$ cat config.mk
export PLATFORM = sky130hd
export DESIGN_NAME = ahb2apb_bridge_param
export DESIGN_NICKNAME = d
export VERILOG_FILES = /design/src/rtl/ahb2apb_bridge_param.sv
export SDC_FILE = /design/constraint.sdc
export NUM_CORES = 1
export LEC_CHECK = 0
export CAP_MARGIN = 30
export CORE_MARGIN = 5
export CORE_UTILIZATION = 42
export CTS_BUF_LIST = sky130_fd_sc_hd__clkbuf_4
export DETAILED_ROUTE_END_ITERATION = 16
export PLACE_DENSITY = 0.9
export SYNTH_ARGS = -nofsm -noshare
export SYNTH_HDL_FRONTEND = slang
export SYNTH_SLANG_ARGS = --single-unit
export TNS_END_PERCENT = 20
$ cat constraint.sdc
create_clock -name Hclk -period 3.7 [get_ports Hclk]
set_clock_uncertainty 0.15 [all_clocks]
set_input_delay 0.74 -clock Hclk [delete_from_list [all_inputs] [get_ports Hclk]]
set_output_delay 0.74 -clock Hclk [all_outputs]
set_load 0.005 [all_outputs]
$ cat src/rtl/ahb2apb_bridge_param.sv
// AHB-Lite to APB bridge for NUM_SLV equal-size slave windows.
// Handles write data-phase wait, slave errors, decode misses and an ACCESS timeout.
module ahb2apb_bridge_param #(
    parameter int                ADDR_W    = 32,
    parameter int                DATA_W    = 32,
    parameter int                NUM_SLV   = 3,
    parameter logic [ADDR_W-1:0] BASE_ADDR = 32'h8000_0000,
    parameter int                WIN_LOG2  = 26,
    parameter int                TIMEOUT   = 16
) (
    input  logic               Hclk,
    input  logic               Hresetn,
    input  logic [1:0]         Htrans,
    input  logic               Hwrite,
    input  logic               Hreadyin,
    input  logic [ADDR_W-1:0]  Haddr,
    input  logic [DATA_W-1:0]  Hwdata,
    output logic [DATA_W-1:0]  Hrdata,
    output logic               Hreadyout,
    output logic [1:0]         Hresp,
    output logic [NUM_SLV-1:0] Pselx,
    output logic               Penable,
    output logic               Pwrite,
    output logic [ADDR_W-1:0]  Paddr,
    output logic [DATA_W-1:0]  Pwdata,
    input  logic [DATA_W-1:0]  Prdata,
    input  logic               Pready,
    input  logic               Pslverr
);

    localparam int IDX_W = ADDR_W - WIN_LOG2;
    localparam int CNT_W = (TIMEOUT > 0) ? $clog2(TIMEOUT + 1) : 1;

    typedef enum logic [2:0] {IDLE, WWAIT, SETUP, ACCESS, ERR1, ERR2} state_t;

    state_t              r_state, w_next, w_req_state;
    logic [ADDR_W-1:0]   r_addr;
    logic                r_write;
    logic [DATA_W-1:0]   r_wdata;
    logic [NUM_SLV-1:0]  r_sel;
    logic [CNT_W-1:0]    r_cnt;

    logic                w_valid, w_hit, w_done, w_take, w_tmo;
    logic [IDX_W-1:0]    w_idx;
    logic [NUM_SLV-1:0]  w_sel;

    // NONSEQ or SEQ only; IDLE/BUSY never start a transfer
    assign w_valid = Hreadyin && (Htrans == 2'b10 || Htrans == 2'b11);

    // Subtract-then-shift avoids overflow if the top window touches 2^ADDR_W
    assign w_idx = IDX_W'((Haddr - BASE_ADDR) >> WIN_LOG2);
    assign w_hit = (Haddr >= BASE_ADDR) && (w_idx < IDX_W'(NUM_SLV));

    always_comb begin
        w_sel = '0;
        for (int k = 0; k < NUM_SLV; k++)
            w_sel[k] = w_hit && (w_idx == IDX_W'(k));
    end

    assign w_done = (r_state == ACCESS && Pready && !Pslverr) || (r_state == ERR2);
    assign w_take = w_valid && (r_state == IDLE || w_done);
    assign w_tmo  = (TIMEOUT > 0) && (r_state == ACCESS) && !Pready &&
                    (r_cnt == CNT_W'(TIMEOUT - 1));

    always_comb begin
        w_req_state = ERR1;
        if (w_hit)
            w_req_state = Hwrite ? WWAIT : SETUP;
    end

    always_comb begin
        w_next    = r_state;
        Hreadyout = 1'b1;
        Hresp     = 2'b00;
        case (r_state)
            IDLE:    if (w_take) w_next = w_req_state;
            WWAIT: begin
                Hreadyout = 1'b0;
                w_next    = SETUP;
            end
            SETUP: begin
                Hreadyout = 1'b0;
                w_next    = ACCESS;
            end
            ACCESS: begin
                Hreadyout = 1'b0;
                if (Pready) begin
                    if (Pslverr) begin
                        w_next = ERR1;
                    end else begin
                        Hreadyout = 1'b1;
                        w_next    = w_take ? w_req_state : IDLE;
                    end
                end else if (w_tmo) begin
                    w_next = ERR1;
                end
            end
            ERR1: begin
                Hreadyout = 1'b0;
                Hresp     = 2'b01;
                w_next    = ERR2;
            end
            ERR2: begin
                Hresp  = 2'b01;
                w_next = w_take ? w_req_state : IDLE;
            end
            default: w_next = IDLE;
        endcase
    end

    always_ff @(posedge Hclk or negedge Hresetn) begin
        if (!Hresetn) begin
            r_state <= IDLE;
            r_addr  <= '0;
            r_write <= 1'b0;
            r_wdata <= '0;
            r_sel   <= '0;
            r_cnt   <= '0;
        end else begin
            r_state <= w_next;
            // Misses leave the APB-side registers untouched
            if (w_take && w_hit) begin
                r_addr  <= Haddr;
                r_write <= Hwrite;
                r_sel   <= w_sel;
            end
            if (r_state == WWAIT)
                r_wdata <= Hwdata;
            if (r_state == SETUP)
                r_cnt <= '0;
            else if (r_state == ACCESS && !Pready)
                r_cnt <= r_cnt + CNT_W'(1);
        end
    end

    assign Pselx   = (r_state == SETUP || r_state == ACCESS) ? r_sel : '0;
    assign Penable = (r_state == ACCESS);
    assign Pwrite  = r_write;
    assign Paddr   = r_addr;
    assign Pwdata  = r_wdata;
    assign Hrdata  = Prdata;

endmodule

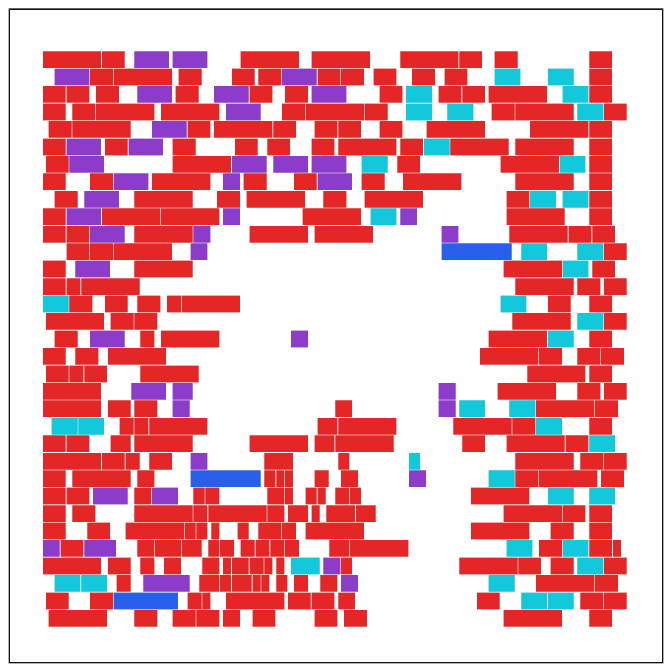
**Above:** run 1 (sizing map).
Key: cyan = x2 [cells 39]; red = x1 and smaller [cells 290]; blue = x6 and larger [cells 3]; purple = x3 and x4 [cells 43]
bufs w/o clock: 145
final instance area: 4960 µm²
area growth from synthesis to layout: 40.9%
post-route setup slack: 737 ps

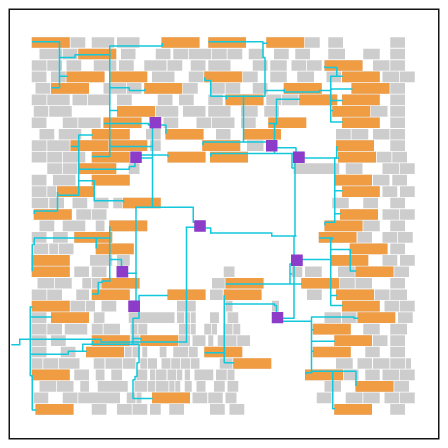
**Above:** run 1 (routed clock nets over the placement).
Key: purple = clock-net drivers [count 9]; orange = flip-flops [count 76]; cyan = clock wires [length 934 µm]
Position of the flops: all over the die. There are 10 routed clock nets.

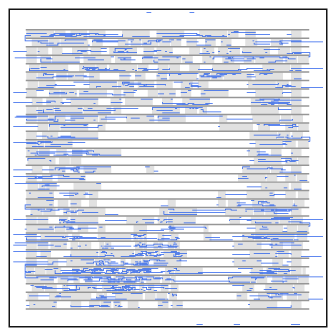
**Above:** run 1 (signal wires on met1).
Supply wires on this layer in grey.
The longest straight run is 29.9 µm. The layer holds 39% of the routed length. The wires run mostly horizontal. The layer carries 3110 µm of wire.
DRT Wirelength: 7.92 mm
met1 Use GR: 0.183
vias: 2364

run 1: final cells by class:
| cell class | count | area (µm²) |
|---|---|---|
| Fill cell | 643 | 3210 |
| Sequential cell | 76 | 1900 |
| Multi-Input combinational cell | 135 | 1290 |
| Tap cell | 105 | 131 |
| Clock inverter | 6 | 88.8 |
| Clock buffer | 10 | 75.1 |
| Timing Repair Buffer | 145 | 1460 |
| Inverter | 3 | 11.3 |
run 1: flip-flops by register name, indices dropped and copies added (netlist names):
name / count
Paddr: 32
Pwdata: 32
Pwrite: 1
r_cnt: 5
r_sel: 3
r_state: 3
run 1: per-layer routing:
metal	vias up	GRT usage	share of wire
met2	125	0.235	0.46
met1	1122	0.183	0.39
met4	0	0.0787	0.029
met5	-	0	0
met3	19	0.0627	0.12
li1	1098	-	-
==> metrics.csv, run 1 <==
stage,metric,value,unit
clock_tree,CTS tree,done,
status,status,"complete, no violations",
power_and_ir_drop,clock network power,569,µW
power_and_ir_drop,sequential share of power,0.409,
synthesis,Cell Type Count,44,
finish,ANT cells,0,
placed_design,Placement Setup Slack,539,ps
worst_setup_path,CP required,2810,ps
power_and_ir_drop,Top pwr grp,combinational logic,
die,chip height,102,µm
power_and_ir_drop,combinational share of power,0.424,
power_and_ir_drop,Comb group,1450,µW
worst_setup_path,critical path launch point type,input port,
clock_tree,PostCTS Resize Cnt,0,
worst_setup_path,critical path's slowest cell,clkdlybuf4s50_1,
worst_setup_path,critical-path cell list,clkdlybuf4s50_1 -> nand3b_1 -> nand2_1 -> nand2_1 -> nand3_1 -> clkdlybuf4s50_1,
power_and_ir_drop,sequential group power,1400,µW
synthesis,Synthesis Warnings,0,
worst_setup_path,"delay-heaviest family, CP",buffers and inverters,
power_and_ir_drop,Clk pwr share,0.166,
sta,final hold slack,340,ps
routing,drt first pass iters,4,
sta,Setup TNS Final,0,ps
synthesis,mean post-synth cell area,13.6,µm²
synthesis,Top-area cell share,0.540,
worst_setup_path,RR Endpoint,Paddr[7],
power_and_ir_drop,pwr/cell area,690,nW/µm²
grt,gr ovfl total,0,
flow_run,maxcap violations,0,
clock_tree,CTS clock-pin slew for the worst setup and hold paths,110,ps
clock_tree,CTS buffer count,9,
sta,Slew @ Worst Pin,607,ps
grt,vias in the first global route,2605,
min_path,HP Class,flop to flop,
clock_tree,Post-CTS Repair Setup Buffers,0,
die,Initial Util,0.431,
power_and_ir_drop,leak pwr,0.00223,µW
worst_setup_path,crit path to,Hreadyout,
synthesis,Yosys top cell by area,dfrtp_1,
finish,post-layout net count,476,
power_and_ir_drop,sw frac,0.280,
die,Placeable Area,8180,µm²
clock_tree,cts hold-fix bufs,0,
worst_setup_path,Stages on worst setup path,6,
synthesis,Synth Area in Simple Gates,0.0739,
synthesis,synth top area cells,"dfrtp_1 54%, mux2_2 12%, mux2_4 10%, buf_4 7.0%, and2_1 1.6%",
synthesis,AND-OR/OR-AND share of the synthesized area,0.0604,
die,std cell rows,33,
worst_setup_path,reg-to-reg startpoint,r_state[2],
clock_tree,Max Buffers Root-to-Sink,2,
synthesis,yosys stat area,3520,µm²
synthesis,"EDFF count, synth",0,
synthesis,# Cells Yosys,259,
sta,RSZ-0062 raised after global routing,false,
sta,Worst slew margin,0.595,
min_path,HP Start,Paddr[31],
routing,DRT antenna net count,0,
power_and_ir_drop,VDD IR max,334,µV
worst_setup_path,Critical Path AT,2070,ps
worst_setup_path,kind of critical path,input port to output pin,
sta,max-slew violation count,0,
sta,fin crit period,2960,ps
die,chip area,10300,µm²
finish,Top cell excl fill/tap,clkdlybuf4s50_1,
finish,share of layout cells above drive strength 1,0.227,
routing,Via density,4.93,
sta,fin crit share,0.801,
placed_design,Port-buffer cells,141,
synthesis,syn nets,365,
sta,count of final hold-check violations,0,
finish,fin util,0.607,
worst_setup_path,CP bufs+invs,2,
grt,first-pass GRT wire length,12.3,mm
grt,pin count of the biggest net entering global routing,77,
power_and_ir_drop,sw power,960,µW
synthesis,Multiplexer share,0.221,
grt,overall routing resource usage,0.152,
clock_tree,worst skew pair latency,390,ps
finish,non-filler instance count after layout,480,
sta,Max Freq,338,MHz
synthesis,comb area leader,multiplexers,
clock_tree,Num Clock Sinks,76,
synthesis,"top cells by count, synth","76 x dfrtp_1, 37 x mux2_2, 33 x buf_4",
synthesis,"XOR Share, Synth",0.00249,
worst_setup_path,r2r setup slk,1100,ps
flow_run,tool warnings,27,
die,IO Count,208,
placed_design,placed cell count,462,
worst_setup_path,CP endpoint kind,output pin,
worst_setup_path,worst-case reg-to-reg path depth,4,
worst_setup_path,"critical path fanouts, max",2,
min_path,hold depth,1,
synthesis,cell area after synthesis,3520,µm²
sta,# setup viols final,0,
placed_design,post-DP HPWL,5.89,mm
power_and_ir_drop,total power,3420,µW
routing,WL/cell,16.5,µm
die,Die Wd,102,µm
min_path,Worst Hold End,Paddr[31],
synthesis,ys async rst share,1.00,
synthesis,adder share,0.00711,
routing,initial DRC count,60,
finish,Top Layout Cells,"140 x clkdlybuf4s50_1, 76 x dfrtp_1, 37 x mux2_2, 24 x mux2_4, 10 x clkbuf_4",
placed_design,routability cong.,0.838,
worst_setup_path,max incr delay on CP,500,ps
power_and_ir_drop,Pint,2460,µW
grt,initial antenna violation count,0,
synthesis,Flops after synth,76,
clock_tree,root buf cell,clkbuf_4,
synthesis,most common cell in the netlist,dfrtp_1,
clock_tree,H-tree depth,3,
routing,DRC,0,
synthesis,Cells after Synth,259,
worst_setup_path,Critical Path Start,Pslverr,
synthesis,main flop type after synthesis,dfrtp_1,
placed_design,Post-DP Area,4760,µm²
synthesis,"Seq/Total Area, Yosys",0.540,
==> run 1 -> run 2 <==
--- a/config.mk
+++ b/config.mk
@@ -7,10 +7,10 @@
 export LEC_CHECK = 0
 export CAP_MARGIN = 30
 export CORE_MARGIN = 5
-export CORE_UTILIZATION = 42
+export CORE_UTILIZATION = 39
 export CTS_BUF_LIST = sky130_fd_sc_hd__clkbuf_4
 export DETAILED_ROUTE_END_ITERATION = 16
-export PLACE_DENSITY = 0.9
+export PLACE_DENSITY = 0.85
 export SYNTH_ARGS = -nofsm -noshare
 export SYNTH_HDL_FRONTEND = slang
 export SYNTH_SLANG_ARGS = --single-unit
==> constraint.sdc (replaced) <==
create_clock -name Hclk -period 2.9 [get_ports Hclk]
set_clock_uncertainty 0.15 [all_clocks]
set_input_delay 0.58 -clock Hclk [delete_from_list [all_inputs] [get_ports Hclk]]
set_output_delay 0.58 -clock Hclk [all_outputs]
set_load 0.005 [all_outputs]
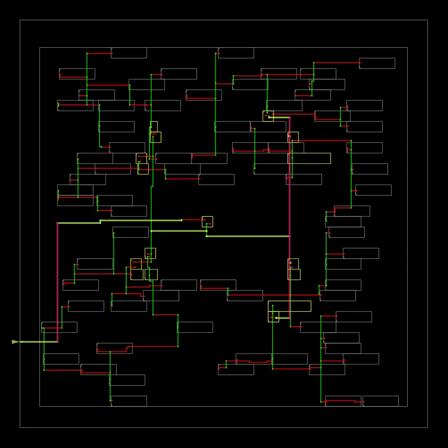
**Above:** run 2 (the clock network).
worst skew pair latency: 400 ps
FFs & Latches: 76
clock network power: 737 µW
CTS buffer count: 9

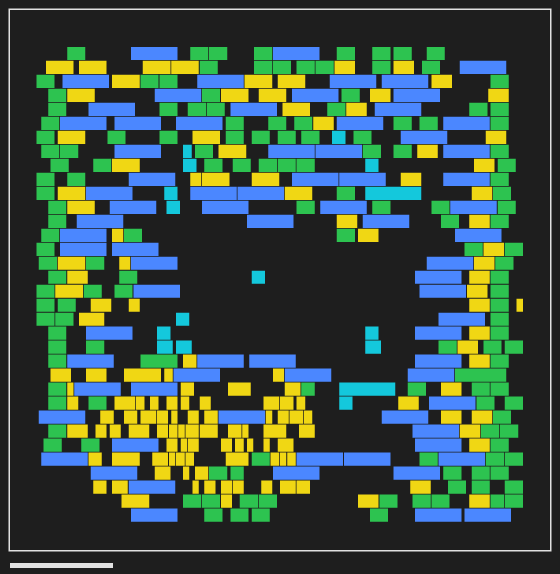
**Above:** run 2 (placed cells, one colour a class).
Scale bar: 20 µm.
Key: green = remaining buffers and delay cells [cells 146]; yellow = remaining logic cells [cells 138]; cyan = clock drivers and dummy loads [cells 16]; blue = sequential cells [cells 76]

==> run 2 against run 1 <==
Against the previous run: hold slack worse by 9.2 ps; largest cell class unchanged; non-clock buffer count up 1; worst setup slack worse by 570 ps; clock power up about 30%; synthesized area unchanged; final area up 0.53%; critical endpoint unchanged; critical path depth down 3; core utilization down 3.8 points; power up 28%; highest routed layer unchanged.
==> metrics.csv, run 2 <==
stage,metric,value,unit
synthesis,synth top area cells,"dfrtp_1 54%, mux2_2 12%, mux2_4 10%, buf_4 7.0%, and2_1 1.6%",
die,std cell rows,34,
power_and_ir_drop,sw power,1250,µW
die,Tapcells,108,
worst_setup_path,r2r setup slk,500,ps
synthesis,"XOR Share, Synth",0.00249,
die,chip height,105,µm
sta,Max Freq,365,MHz
grt,first-pass GRT wire length,13.5,mm
synthesis,Flops after synth,76,
finish,comb. cell area,1290,µm²
grt,GR Layer Usage met2,0.245,
synthesis,Top-area cell share,0.540,
finish,Top cell excl fill/tap,clkdlybuf4s50_1,
synthesis,"Seq/Total Area, Yosys",0.540,
power_and_ir_drop,combinational share of power,0.424,
grt,overall routing resource usage,0.151,
finish,Top Layout Cells,"140 x clkdlybuf4s50_1, 76 x dfrtp_1, 37 x mux2_2, 24 x mux2_4",
routing,WL/cell,17.4,µm
grt,grt met3 use,0.0567,
finish,fin util,0.569,
routing,Metal-1 WL,3.32,mm
routing,Met3 Wirelength,743,µm
synthesis,ys async rst share,1.00,
synthesis,AND-OR/OR-AND share of the synthesized area,0.0604,
die,Placeable Area,8760,µm²
synthesis,# Cells Yosys,259,
worst_setup_path,CP endpoint kind,output pin,
worst_setup_path,max incr delay on CP,570,ps
min_path,HP Class,flop to flop,
grt,busiest grt layer,met2,
clock_tree,PostCTS Resize Cnt,0,
sta,RSZ-0062 raised after global routing,false,
worst_setup_path,reg-to-reg startpoint,r_state[2],
sta,fin crit period,2740,ps
grt,initial antenna violation count,0,
worst_setup_path,crit path to,Hreadyout,
power_and_ir_drop,sequential group power,1790,µW
routing,initial DRC count,78,
clock_tree,CTS tree,done,
finish,area growth from synthesis to layout,41.7,%
finish,bufs w/o clock,146,
synthesis,Yosys top cell by area,dfrtp_1,
die,chip area,11000,µm²
finish,non-filler instance count after layout,484,
flow_run,tool warnings,27,
placed_design,placed cell count,466,
routing,DRT Wirelength,8.45,mm
status,status,"complete, no violations",
worst_setup_path,Critical Path Start,r_state[0],
routing,vias,2409,
power_and_ir_drop,pwr/cell area,880,nW/µm²
worst_setup_path,Stages on worst setup path,3,
power_and_ir_drop,leak pwr,0.00224,µW
sta,max-slew violation count,0,
finish,NonClk Buf Share,0.297,
die,Die Wd,105,µm
power_and_ir_drop,Top pwr grp,combinational logic,
synthesis,Cells after Synth,259,
clock_tree,root buf cell,clkbuf_4,
finish,final instance area,4990,µm²
worst_setup_path,RR Endpoint,Paddr[3],
power_and_ir_drop,Pint,3140,µW
-- run 2: cell types whose count changed in the layout (fill, tap and decap cells not counted) --
cell        previous run  this run
clkbuf_4              10         9
inv_6                  0         1
clkinv_4               1         2
clkinvlp_4             2         1
buf_12                 0         1
-- run 2: how the worst min path moves through the flow --
| stage | cells after the start | start | to |
|---|---|---|---|
| 6_report | 1 | Paddr[31] | Paddr[31] |
| 5_1_grt | 1 | Paddr[31] | Paddr[31] |
| 4_1_cts | 1 | Hresetn | Pwdata[18] |
| 3_5_place_dp | 1 | Paddr[31] | Paddr[31] |
| 3_3_place_gp | 1 | Paddr[31] | Paddr[31] |
| 2_1_floorplan | 0 | Hresetn | Paddr[0] |
==> run 2 -> run 3 <==
--- a/config.mk
+++ b/config.mk
@@ -10,6 +10,7 @@
 export CORE_UTILIZATION = 39
 export CTS_BUF_LIST = sky130_fd_sc_hd__clkbuf_4
 export DETAILED_ROUTE_END_ITERATION = 16
+export MAX_ROUTING_LAYER = met4
 export PLACE_DENSITY = 0.85
 export SYNTH_ARGS = -nofsm -noshare
 export SYNTH_HDL_FRONTEND = slang
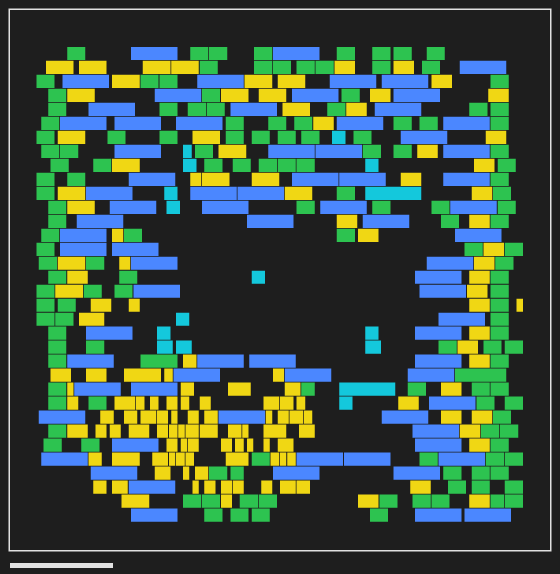
**Above:** run 3 (placed cells, one colour a class).
Scale bar: 20 µm.
Key: yellow = remaining logic cells [cells 138]; blue = sequential cells [cells 76]; green = remaining buffers and delay cells [cells 146]; cyan = clock drivers and dummy loads [cells 16]
Seq area share: 0.381
final instance area: 4990 µm²
fin util: 0.569
Placeable Area: 8760 µm²

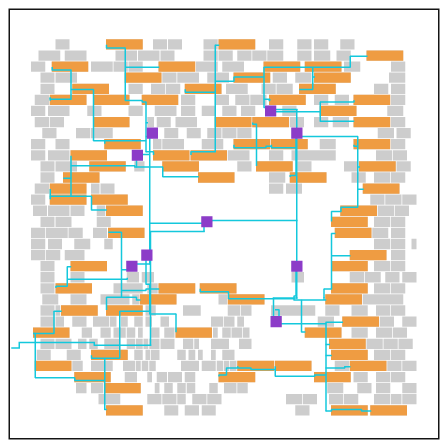
**Above:** run 3 (routed clock nets over the placement).
Key: purple = clock-net drivers [count 9]; cyan = clock wires [length 954 µm]; orange = flip-flops [count 76]
Position of the flops: all over the die.

==> run 3 against run 2 <==
Against the previous run: non-clock buffer count unchanged; combinational power about the same; largest power group unchanged; critical endpoint unchanged; worst setup slack got worse by 1.2 ps; power about the same.
==> metrics.csv, run 3 <==
stage,metric,value,unit
status,status,"complete, no violations",
placed_design,Port-buffer cells,141,
sta,count of final hold-check violations,0,
worst_setup_path,"delay-heaviest family, CP",flip-flops,
synthesis,"XOR Share, Synth",0.00249,
die,Initial Util,0.402,
clock_tree,Post-CTS Repair Setup Buffers,0,
finish,Top Layout Cells,"140 x clkdlybuf4s50_1, 76 x dfrtp_1, 37 x mux2_2, 24 x mux2_4",
power_and_ir_drop,total power,4390,µW
die,chip height,105,µm
min_path,HP Class,flop to flop,
die,IO Count,208,
grt,overall routing resource usage,0.155,
power_and_ir_drop,pwr/cell area,880,nW/µm²
finish,post-layout net count,477,
clock_tree,root buf cell,clkbuf_4,
worst_setup_path,"critical path fanouts, max",17,
synthesis,Yosys top cell by area,dfrtp_1,
finish,final-layout fill cell count,744,
finish,bufs w/o clock,146,
worst_setup_path,Stages on worst setup path,3,
worst_setup_path,reg-to-reg startpoint,r_state[2],
finish,largest cell class by area,sequential cells,
clock_tree,H-tree depth,3,
finish,Top cell excl fill/tap,clkdlybuf4s50_1,
worst_setup_path,critical-path cell list,or3_1 -> nand3_1 -> clkdlybuf4s50_1,
clock_tree,PostCTS Resize Cnt,0,
clock_tree,worst skew pair latency,400,ps
synthesis,AND-OR/OR-AND share of the synthesized area,0.0604,
clock_tree,CTS buffer count,9,
die,chip area,11000,µm²
min_path,Worst Hold End,Paddr[31],
sta,final hold slack,331,ps
worst_setup_path,CP endpoint kind,output pin,
sta,RSZ-0062 raised after global routing,false,
synthesis,# Cells Yosys,259,
synthesis,ys async rst share,1.00,
finish,sequential cell area,1900,µm²
worst_setup_path,r2r setup slk,510,ps
worst_setup_path,worst-case reg-to-reg path depth,5,
worst_setup_path,critical path's slowest cell,dfrtp_1,
flow_run,tool warnings,27,
synthesis,Synth Area in Simple Gates,0.0739,
routing,DRT antenna net count,0,
synthesis,"top cells by count, synth","76 x dfrtp_1, 37 x mux2_2, 33 x buf_4",
clock_tree,CTS tree,done,
worst_setup_path,CP required,2170,ps
die,Tapcells,108,
synthesis,Top-area cell share,0.540,
synthesis,Synthesis Warnings,0,
finish,Combinational Gates,135,
worst_setup_path,CP bufs+invs,1,
synthesis,cell area after synthesis,3520,µm²
placed_design,routability cong.,0.813,
synthesis,main flop type after synthesis,dfrtp_1,
die,std cell rows,34,
sta,Max Freq,365,MHz
routing,vias,2416,
worst_setup_path,critical path launch point type,flop,
worst_setup_path,RR Endpoint,Paddr[3],
grt,vias in the first global route,2561,
finish,non-filler instance count after layout,484,
finish,area growth from synthesis to layout,41.7,%
routing,Via density,4.99,
finish,comb. cell area,1290,µm²
finish,FFs & Latches,76,
synthesis,Multiplexer share,0.221,
routing,initial DRC count,89,
synthesis,Cells after Synth,259,
synthesis,"EDFF count, synth",0,
synthesis,most common cell in the netlist,dfrtp_1,
finish,Comb area share,0.259,
clock_tree,CTS clock-pin slew for the worst setup and hold paths,110,ps
sta,# setup viols final,0,
clock_tree,Num Clock Sinks,76,
worst_setup_path,Critical Path AT,2010,ps
finish,NonClk Buf Share,0.297,
synthesis,"Seq/Total Area, Yosys",0.540,
worst_setup_path,kind of critical path,flop to output pin,
worst_setup_path,max incr delay on CP,580,ps
placed_design,placed cell count,466,
synthesis,mean post-synth cell area,13.6,µm²
power_and_ir_drop,leak pwr,0.00224,µW
routing,WL/cell,17.4,µm
worst_setup_path,crit path to,Hreadyout,
sta,Setup TNS Final,0,ps
min_path,HP Start,Paddr[31],
synthesis,yosys stat area,3520,µm²
finish,clock buf count,9,
-- run 3: cell counts after synthesis --
Identical to the previous run, type by type.
-- run 3: stage by stage --
step,worst slack (ps),cell area [µm²],utilization
after floorplan,735,3520,-
after global placement,247,4780,0.546
after detailed placement,218,4780,0.546
after CTS,124,4950,0.565
after global routing,36.8,4990,0.569
final,162,4990,0.569
-- run 3: where the power goes --
part | internal [µW] | total (µW) | switching, µW
registers | 1490 | 1790 | 307
clock network | 354 | 738 | 384
logic | 1300 | 1860 | 564
total | 3140 | 4390 | 1250
-- run 3: layer usage --
layer,vias to the layer above,track usage,share of wire
met2,119,0.245,0.49
met3,23,0.0475,0.079
met1,1179,0.185,0.40
li1,1095,-,-
met4,0,0.0639,0.029
met5,-,-,0
Power and IR drop assume default switching activity.
